**Track usage over the die**

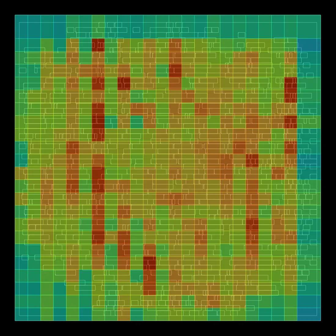
**Wiring by layer**

Drawn at 2 px/um. Two of the layers only.
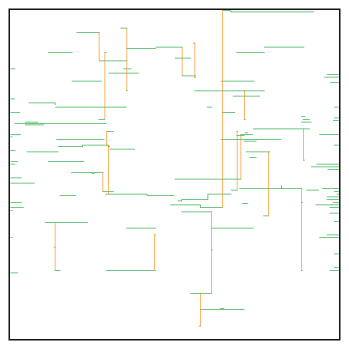
**Selected gate families**

Drawn at 3 px/um.
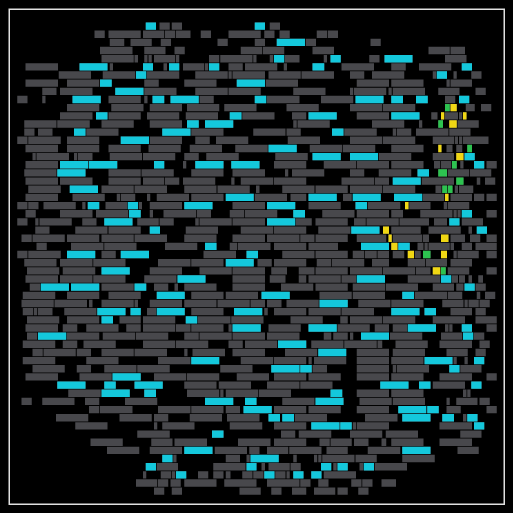
**Close-up of the layout**

Region (67, 100) to (97, 130) um. Cells in grey, sequential cells in the stronger grey; small squares are vias.
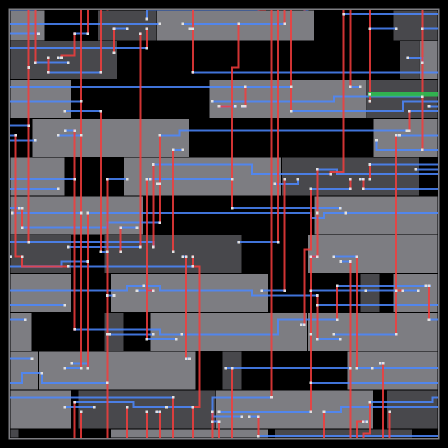
===== config.mk =====
export PLATFORM = sky130hd
export DESIGN_NAME = fft_out_reorder_flat
export DESIGN_NICKNAME = d
export VERILOG_FILES = /design/src/rtl/fft_pkg.sv /design/src/rtl/fft_out_reorder_if.sv /design/src/rtl/fft_reorder_bank.sv /design/src/rtl/fft_out_reorder.sv /design/src/flat_wrapper.sv
export SDC_FILE = /design/constraint.sdc
export NUM_CORES = 1
export LEC_CHECK = 0
export CAP_MARGIN = 20
export CORE_MARGIN = 2
export CORE_UTILIZATION = 55
export CTS_BUF_LIST = sky130_fd_sc_hd__clkbuf_8
export DETAILED_ROUTE_END_ITERATION = 10
export PLACE_DENSITY = 0.74
export RECOVER_POWER = 25
export SLEW_MARGIN = 30
export SYNTH_ARGS = -nofsm -noshare
export SYNTH_HDL_FRONTEND = slang
export SYNTH_HIERARCHICAL = 1
export SYNTH_SLANG_ARGS = --single-unit

===== constraint.sdc =====
create_clock -name clk -period 13.47 [get_ports clk]
set_clock_uncertainty 0.15 [all_clocks]
set_input_delay 2.694 -clock clk [delete_from_list [all_inputs] [get_ports clk]]
set_output_delay 2.694 -clock clk [all_outputs]
set_load 0.005 [all_outputs]

===== src/rtl/fft_pkg.sv =====
// Shared definitions for the FFT output reorder stage.
// Holds the frame geometry (N, LOG2N, DW), the bit-reversal helper used to
// place each incoming bin in natural order, and the reader state encoding.
// Optional build macro used by the stage: FFT_REORDER_MAG_EN.
package fft_pkg;

  localparam int N     = 4;
  localparam int LOG2N = 2;
  localparam int DW    = 18;

  typedef enum logic {
    IDLE = 1'b0,
    READ = 1'b1
  } rd_state_t;

  function automatic logic [LOG2N-1:0] bitrev(input logic [LOG2N-1:0] a);
    logic [LOG2N-1:0] r;
    for (int b = 0; b < LOG2N; b++) begin
      r[b] = a[LOG2N-1-b];
    end
    return r;
  endfunction

endpackage


===== src/rtl/fft_out_reorder_if.sv =====
// Streaming bus between the FFT core, the reorder stage and its consumer.
// Input side : in_valid, in_sop, in_r, in_i (bit-reversed bin order).
// Output side: out_valid, out_sop, out_eop, out_idx, out_r, out_i (natural
//              order) and, when FFT_REORDER_MAG_EN is defined, out_mag.
// modport slave  : the reorder stage (consumes in_*, drives out_*).
// modport master : the environment (drives in_*, observes out_*).
interface fft_out_reorder_if;
  import fft_pkg::*;

  logic                 in_valid;
  logic                 in_sop;
  logic signed [DW-1:0] in_r;
  logic signed [DW-1:0] in_i;

  logic                 out_valid;
  logic                 out_sop;
  logic                 out_eop;
  logic [LOG2N-1:0]     out_idx;
  logic signed [DW-1:0] out_r;
  logic signed [DW-1:0] out_i;

`ifdef FFT_REORDER_MAG_EN
  logic [2*DW:0]        out_mag;

  modport slave (
    input  in_valid, in_sop, in_r, in_i,
    output out_valid, out_sop, out_eop, out_idx, out_r, out_i, out_mag
  );

  modport master (
    output in_valid, in_sop, in_r, in_i,
    input  out_valid, out_sop, out_eop, out_idx, out_r, out_i, out_mag
  );
`else
  modport slave (
    input  in_valid, in_sop, in_r, in_i,
    output out_valid, out_sop, out_eop, out_idx, out_r, out_i
  );

  modport master (
    output in_valid, in_sop, in_r, in_i,
    input  out_valid, out_sop, out_eop, out_idx, out_r, out_i
  );
`endif

endinterface


===== src/rtl/fft_reorder_bank.sv =====
// Ping-pong frame store: simple dual-port RAM of 2*N words, each word the
// packed {real, imag} pair. Address is {bank, idx}.
// Ports: clk; wr_en/wr_addr/wr_data write port; rd_en/rd_addr read port with
// a registered rd_data (one cycle read latency).
module fft_reorder_bank import fft_pkg::*; (
  input  logic              clk,
  input  logic              wr_en,
  input  logic [LOG2N:0]    wr_addr,
  input  logic [2*DW-1:0]   wr_data,
  input  logic              rd_en,
  input  logic [LOG2N:0]    rd_addr,
  output logic [2*DW-1:0]   rd_data
);

  logic [2*DW-1:0] mem [2*N];

  always_ff @(posedge clk) begin
    if (wr_en) mem[wr_addr] <= wr_data;
    if (rd_en) rd_data <= mem[rd_addr];
  end

endmodule


===== src/rtl/fft_out_reorder.sv =====
// FFT output reorder stage. Buffers each bit-reversed frame from the FFT core
// in one half of a ping-pong RAM and replays it in natural order with
// sop/eop framing and a bin index.
// Ports: clk, rst (synchronous, active-high); bus (fft_out_reorder_if.slave)
// carrying the in_* stream and the out_* stream.
// Build option FFT_REORDER_MAG_EN adds out_mag = out_r^2 + out_i^2 and one
// extra output register (last bin in at edge t -> sop out at t+3, else t+2).
module fft_out_reorder import fft_pkg::*; (
  input  logic               clk,
  input  logic               rst,
  fft_out_reorder_if.slave   bus
);

  localparam logic [LOG2N-1:0] CNT_ONE  = LOG2N'(1);
  localparam logic [LOG2N-1:0] CNT_LAST = LOG2N'(N-1);

`ifdef FFT_REORDER_MAG_EN
  localparam int MW = 2*DW+1;

  // Operands widened before multiplying so the full-precision sum fits.
  function automatic logic [MW-1:0] mag_sq(input logic signed [DW-1:0] re,
                                           input logic signed [DW-1:0] im);
    logic signed [MW-1:0] re_x;
    logic signed [MW-1:0] im_x;
    re_x = MW'(re);
    im_x = MW'(im);
    return $unsigned(re_x * re_x + im_x * im_x);
  endfunction
`endif

  logic [LOG2N-1:0]     wr_cnt;
  logic                 wr_bank;
  logic                 wr_last;
  logic [LOG2N-1:0]     wr_idx;
  logic [1:0]           ready;
  logic [1:0]           ready_nxt;

  rd_state_t            state;
  logic                 rd_bank;
  logic [LOG2N-1:0]     rd_cnt;
  logic [LOG2N-1:0]     rd_idx;
  logic                 rd_last;
  logic                 issue;

  logic [2*DW-1:0]      rd_data;

  // A resync (sop) restarts the frame at address 0, so it never completes one.
  always_comb begin
    wr_last = bus.in_valid && !bus.in_sop && (wr_cnt == CNT_LAST);
    wr_idx  = bus.in_sop ? '0 : bitrev(wr_cnt);
  end

  always_ff @(posedge clk) begin
    if (rst) begin
      wr_cnt  <= '0;
      wr_bank <= 1'b0;
    end else if (bus.in_valid) begin
      if (bus.in_sop) begin
        wr_cnt <= CNT_ONE;
      end else begin
        wr_cnt <= wr_cnt + CNT_ONE;
        if (wr_last) wr_bank <= ~wr_bank;
      end
    end
  end

  // Index 0 is issued straight from IDLE so the first read overlaps the state
  // change; that keeps back-to-back frames gap-free and sop at t+2.
  always_comb begin
    issue     = (state == READ) || ready[rd_bank];
    rd_idx    = (state == READ) ? rd_cnt : '0;
    rd_last   = (state == READ) && (rd_cnt == CNT_LAST);
    ready_nxt = ready;
    if (rd_last) ready_nxt[rd_bank] = 1'b0;
    if (wr_last) ready_nxt[wr_bank] = 1'b1;
  end

  always_ff @(posedge clk) begin
    if (rst) begin
      state   <= IDLE;
      rd_bank <= 1'b0;
      rd_cnt  <= '0;
      ready   <= '0;
    end else begin
      ready <= ready_nxt;
      case (state)
        IDLE: begin
          if (ready[rd_bank]) begin
            state  <= READ;
            rd_cnt <= CNT_ONE;
          end
        end
        READ: begin
          if (rd_last) begin
            rd_bank <= ~rd_bank;
            rd_cnt  <= '0;
            if (!ready[~rd_bank]) state <= IDLE;
          end else begin
            rd_cnt <= rd_cnt + CNT_ONE;
          end
        end
        default: state <= IDLE;
      endcase
    end
  end

  fft_reorder_bank u_bank (
    .clk     (clk),
    .wr_en   (bus.in_valid && !rst),
    .wr_addr ({wr_bank, wr_idx}),
    .wr_data ({bus.in_r, bus.in_i}),
    .rd_en   (issue),
    .rd_addr ({rd_bank, rd_idx}),
    .rd_data (rd_data)
  );

  // ---- stage p0: RAM read registered, control tracks it ----
  logic             vld_p0;
  logic [LOG2N-1:0] idx_p0;

  always_ff @(posedge clk) begin
    if (rst) vld_p0 <= 1'b0;
    else     vld_p0 <= issue;
    idx_p0 <= rd_idx;
  end

  // ---- stage p1: framing decoded, data registered ----
  logic                 vld_p1;
  logic                 sop_p1;
  logic                 eop_p1;
  logic [LOG2N-1:0]     idx_p1;
  logic signed [DW-1:0] r_p1;
  logic signed [DW-1:0] i_p1;

  always_ff @(posedge clk) begin
    if (rst) begin
      vld_p1 <= 1'b0;
      sop_p1 <= 1'b0;
      eop_p1 <= 1'b0;
      idx_p1 <= '0;
      r_p1   <= '0;
      i_p1   <= '0;
    end else begin
      vld_p1 <= vld_p0;
      sop_p1 <= vld_p0 && (idx_p0 == '0);
      eop_p1 <= vld_p0 && (idx_p0 == CNT_LAST);
      if (vld_p0) begin
        idx_p1 <= idx_p0;
        r_p1   <= $signed(rd_data[2*DW-1:DW]);
        i_p1   <= $signed(rd_data[DW-1:0]);
      end
    end
  end

`ifdef FFT_REORDER_MAG_EN
  // ---- stage p2: magnitude squared, everything shifted together ----
  logic                 vld_p2;
  logic                 sop_p2;
  logic                 eop_p2;
  logic [LOG2N-1:0]     idx_p2;
  logic signed [DW-1:0] r_p2;
  logic signed [DW-1:0] i_p2;
  logic [MW-1:0]        mag_p2;

  always_ff @(posedge clk) begin
    if (rst) begin
      vld_p2 <= 1'b0;
      sop_p2 <= 1'b0;
      eop_p2 <= 1'b0;
      idx_p2 <= '0;
      r_p2   <= '0;
      i_p2   <= '0;
      mag_p2 <= '0;
    end else begin
      vld_p2 <= vld_p1;
      sop_p2 <= sop_p1;
      eop_p2 <= eop_p1;
      idx_p2 <= idx_p1;
      r_p2   <= r_p1;
      i_p2   <= i_p1;
      mag_p2 <= mag_sq(r_p1, i_p1);
    end
  end

  assign bus.out_valid = vld_p2;
  assign bus.out_sop   = sop_p2;
  assign bus.out_eop   = eop_p2;
  assign bus.out_idx   = idx_p2;
  assign bus.out_r     = r_p2;
  assign bus.out_i     = i_p2;
  assign bus.out_mag   = mag_p2;
`else
  assign bus.out_valid = vld_p1;
  assign bus.out_sop   = sop_p1;
  assign bus.out_eop   = eop_p1;
  assign bus.out_idx   = idx_p1;
  assign bus.out_r     = r_p1;
  assign bus.out_i     = i_p1;
`endif

endmodule


===== src/flat_wrapper.sv =====
// flat-port wrapper written by rule: the top's interface ports become plain ports
module fft_out_reorder_flat import fft_pkg::*;
  (clk, rst, bus_in_valid, bus_in_sop, bus_in_r, bus_in_i, bus_out_valid, bus_out_sop, bus_out_eop, bus_out_idx, bus_out_r, bus_out_i);
  fft_out_reorder_if bus_i ();
  input  logic clk;
  input  logic rst;
  input wire logic [$bits(bus_i.in_valid)-1:0] bus_in_valid;
  input wire logic [$bits(bus_i.in_sop)-1:0] bus_in_sop;
  input wire logic [$bits(bus_i.in_r)-1:0] bus_in_r;
  input wire logic [$bits(bus_i.in_i)-1:0] bus_in_i;
  output wire logic [$bits(bus_i.out_valid)-1:0] bus_out_valid;
  output wire logic [$bits(bus_i.out_sop)-1:0] bus_out_sop;
  output wire logic [$bits(bus_i.out_eop)-1:0] bus_out_eop;
  output wire logic [$bits(bus_i.out_idx)-1:0] bus_out_idx;
  output wire logic [$bits(bus_i.out_r)-1:0] bus_out_r;
  output wire logic [$bits(bus_i.out_i)-1:0] bus_out_i;
  assign bus_i.in_valid = bus_in_valid;
  assign bus_i.in_sop = bus_in_sop;
  assign bus_i.in_r = bus_in_r;
  assign bus_i.in_i = bus_in_i;
  assign bus_out_valid = bus_i.out_valid;
  assign bus_out_sop = bus_i.out_sop;
  assign bus_out_eop = bus_i.out_eop;
  assign bus_out_idx = bus_i.out_idx;
  assign bus_out_r = bus_i.out_r;
  assign bus_out_i = bus_i.out_i;
  fft_out_reorder u_core (.clk(clk), .rst(rst), .bus(bus_i));
endmodule

==> Changelog: implementation <==
## Implementation

* Run status: finished, violations left
* Failing checks: capacitance limit, slew limit
* Synthesized instance count at 646
* Max Clock Freq at 0.162 GHz
* Fin crit share at 45.8%
* Top Registers: u_core/u_bank/mem (288), u_core/u_bank/rd_data (36)
* Biggest register: u_core/u_bank/mem
* Synth Seq Share at 76.2%
* Post-synthesis cell count from yosys at 646
* Combinational gate area at 3210 um^2
* Core area at 25,300 um^2
* Log Warnings at 26
* Hold depth at 1
* Synthesized area at 14,200 um^2
* Resized cells post-CTS at 0
* Fin Setup TNS at 0 ns
* Maxcap violations at 5
* CP startpoint kind: register
* Init Core Util at 56.1%
* Most used logic cell in the final layout: edfxtp_1
* Worst rel slew slack at -249%
* Hold Crit Class: register to register
* Share of power burned in registers at 58.5%
* XORs/XNORs by Area at 0.0618%
* Sequential cell area at 10,800 um^2
* Die height at 164 um
* CTS H-tree lvls at 2
* Tmin final at 6.17 ns
* First drt pass iteration count at 5
* Initial antenna violation count at 0
* CTS Sinks at 377
* Insertion Delay late pin at 0.59 ns
* Number of synthesized flops with an enable pin at 324
* Share of cells above drive strength 1 at 14.9%
* Synth flops at 377
* Distinct lib cells at 33
* P_leak at 5.37 nW
* Sw power at 0.000440 W
* Top comb family, area: multiplexers
* Hold Vio Cnt, Final at 0
* # nets final at 813
* Clock root cell: clkbuf_8
* Mux area share at 19.0%
* Final ANT Viol Nets at 0
* Max-slew violation count at 240
* Top post-synthesis cells by count: edfxtp_1 (324), mux4_1 (72), dfxtp_1 (53)
* Vias in the first global route at 6,933
* Die Footprint at 27,100 um^2
* RSZ-0062 raised after global routing: no
* Switching Share at 20.1%
* Clock buffer depth at 3
* Measured slew at the worst slew-check pin at 5.24 ns
* WS Path Type: register to register
* Post-CTS Setup Repair Bufs at 0
* Clk pwr share at 39.3%
* Drt drc at 0
* # fillers at 1,647
* CTS Hold Bufs at 0
* CP Data Arrival Time at 6.32 ns
* Width of the chip at 164 um
* Gpl congestion at 0.711
* Dominant cell area share at 68.7%
* CTS buffer count at 57
* CP endpoint kind: register
* Cell area leaders: edfxtp_1 (69%), mux4_1 (13%), dfxtp_1 (7.5%)
* PortBufs at 80
* # rows at 58
* Yosys top cell by instances: edfxtp_1
* Post-synthesis adder-cell area fraction at 0.177%
* Max reg flops at 288
* Commonest flop: edfxtp_1
* Most common logic cells in the final layout: edfxtp_1 (324), mux4_1 (72), clkdlybuf4s50_1 (67), clkbuf_8 (60), dfxtp_1 (52)
* Final setup fails at 0
* Simple-Gate Area Share at 2.40%
* Largest net degree at the start of global routing at 79
* Critical path required time at 13.62 ns
* Worst r2r path cells at 4
-- 'track usage over the die' (at the start) --
overall fraction of global-route tracks in use: 19.4%
GRT met3 Usage: 3.47%
post-layout util: 65.5%

-- 'wiring by layer' (at the start) --
layer	colour	wire length
metal 3	green	1,110 um
metal 4	orange	503 um
vias: 6,535
routed len/inst: 22.2 um
Total Routed Length: 25.5 mm

-- 'selected gate families' (at the start) --
family	colour	cells
multiplexers	cyan	147
inverting AOI/OAI gates	green	10
NAND gates	yellow	15

-- 'close-up of the layout' (at the start) --
layer	colour
metal 2	red
metal 3	green
metal 1	blue
cells with their middle in the window	25
most frequent	edfxtp_1 (13), mux4_1 (4), inv_1 (3)
sequential cells in the window	13
netlist names of flops here include	u_core/u_bank/mem (13)

[path summary, 6_finish.rpt]
check | from | to | slack (ns)
worst max-delay path | u_core/state | u_core/u_bank/rd_data[15] | 7.30
worst min-delay path | u_core/idx_p0[1] | u_core/bus.out_sop | 0.30
worst max register to register | u_core/state | u_core/u_bank/rd_data[15] | 7.30
worst min register to register | u_core/idx_p0[1] | u_core/bus.out_sop | 0.30
[metal layers]
layer / wire (um) / GRT usage, % / up-vias
li1: - / - / 2941
met1: 11100 / 26.2 / 3381
met2: 12800 / 32.6 / 170
met3: 1110 / 3.47 / 43
met4: 502 / 6.17 / 0
met5: 0 / 0 / -
[power groups by stage]
stage / combinational (W) / sequential [W] / clock (W)
floorplan: 0.0000173 / 0.00130 / 0
global placement: 0.0000449 / 0.00130 / 0
detailed placement: 0.0000489 / 0.00130 / 0
CTS: 0.0000489 / 0.00128 / 0.000885
global route: 0.0000514 / 0.00128 / 0.000933
finish: 0.0000473 / 0.00128 / 0.000860
[worst max-delay path, cell delays in order (launching register included)]
cell      delay, ns
dfxtp_1        0.52
and2_0         0.23
clkbuf_1       3.69
mux4_1         0.89
mux2_1         0.39
[cell type report]
class / count / share of cell area, %
sequential: 377 / 65.2
clock buffer: 60 / 4.99
tap: 330 / 2.49
timing repair buffer: 96 / 6.40
clock inverter: 46 / 1.47
inverter: 2 / 0.0454
multi-input combinational: 237 / 19.4
[stage by stage]
step                      setup WS [ns]  total power (W)  hold slack (ns)  instances  cell area, um^2
after floorplan                    7.27          0.00132            0.261        646            14200
after global placement             7.73          0.00135            0.274       1031            15300
after detailed placement           7.79          0.00135            0.285       1041            15500
after CTS                          8.34          0.00221            0.299       1147            16600
after global routing               6.94          0.00226            0.331       1148            16500
final                              7.30          0.00219            0.302       1148            16500
Power figures rest on the tool's default switching activity, not on a simulated workload.
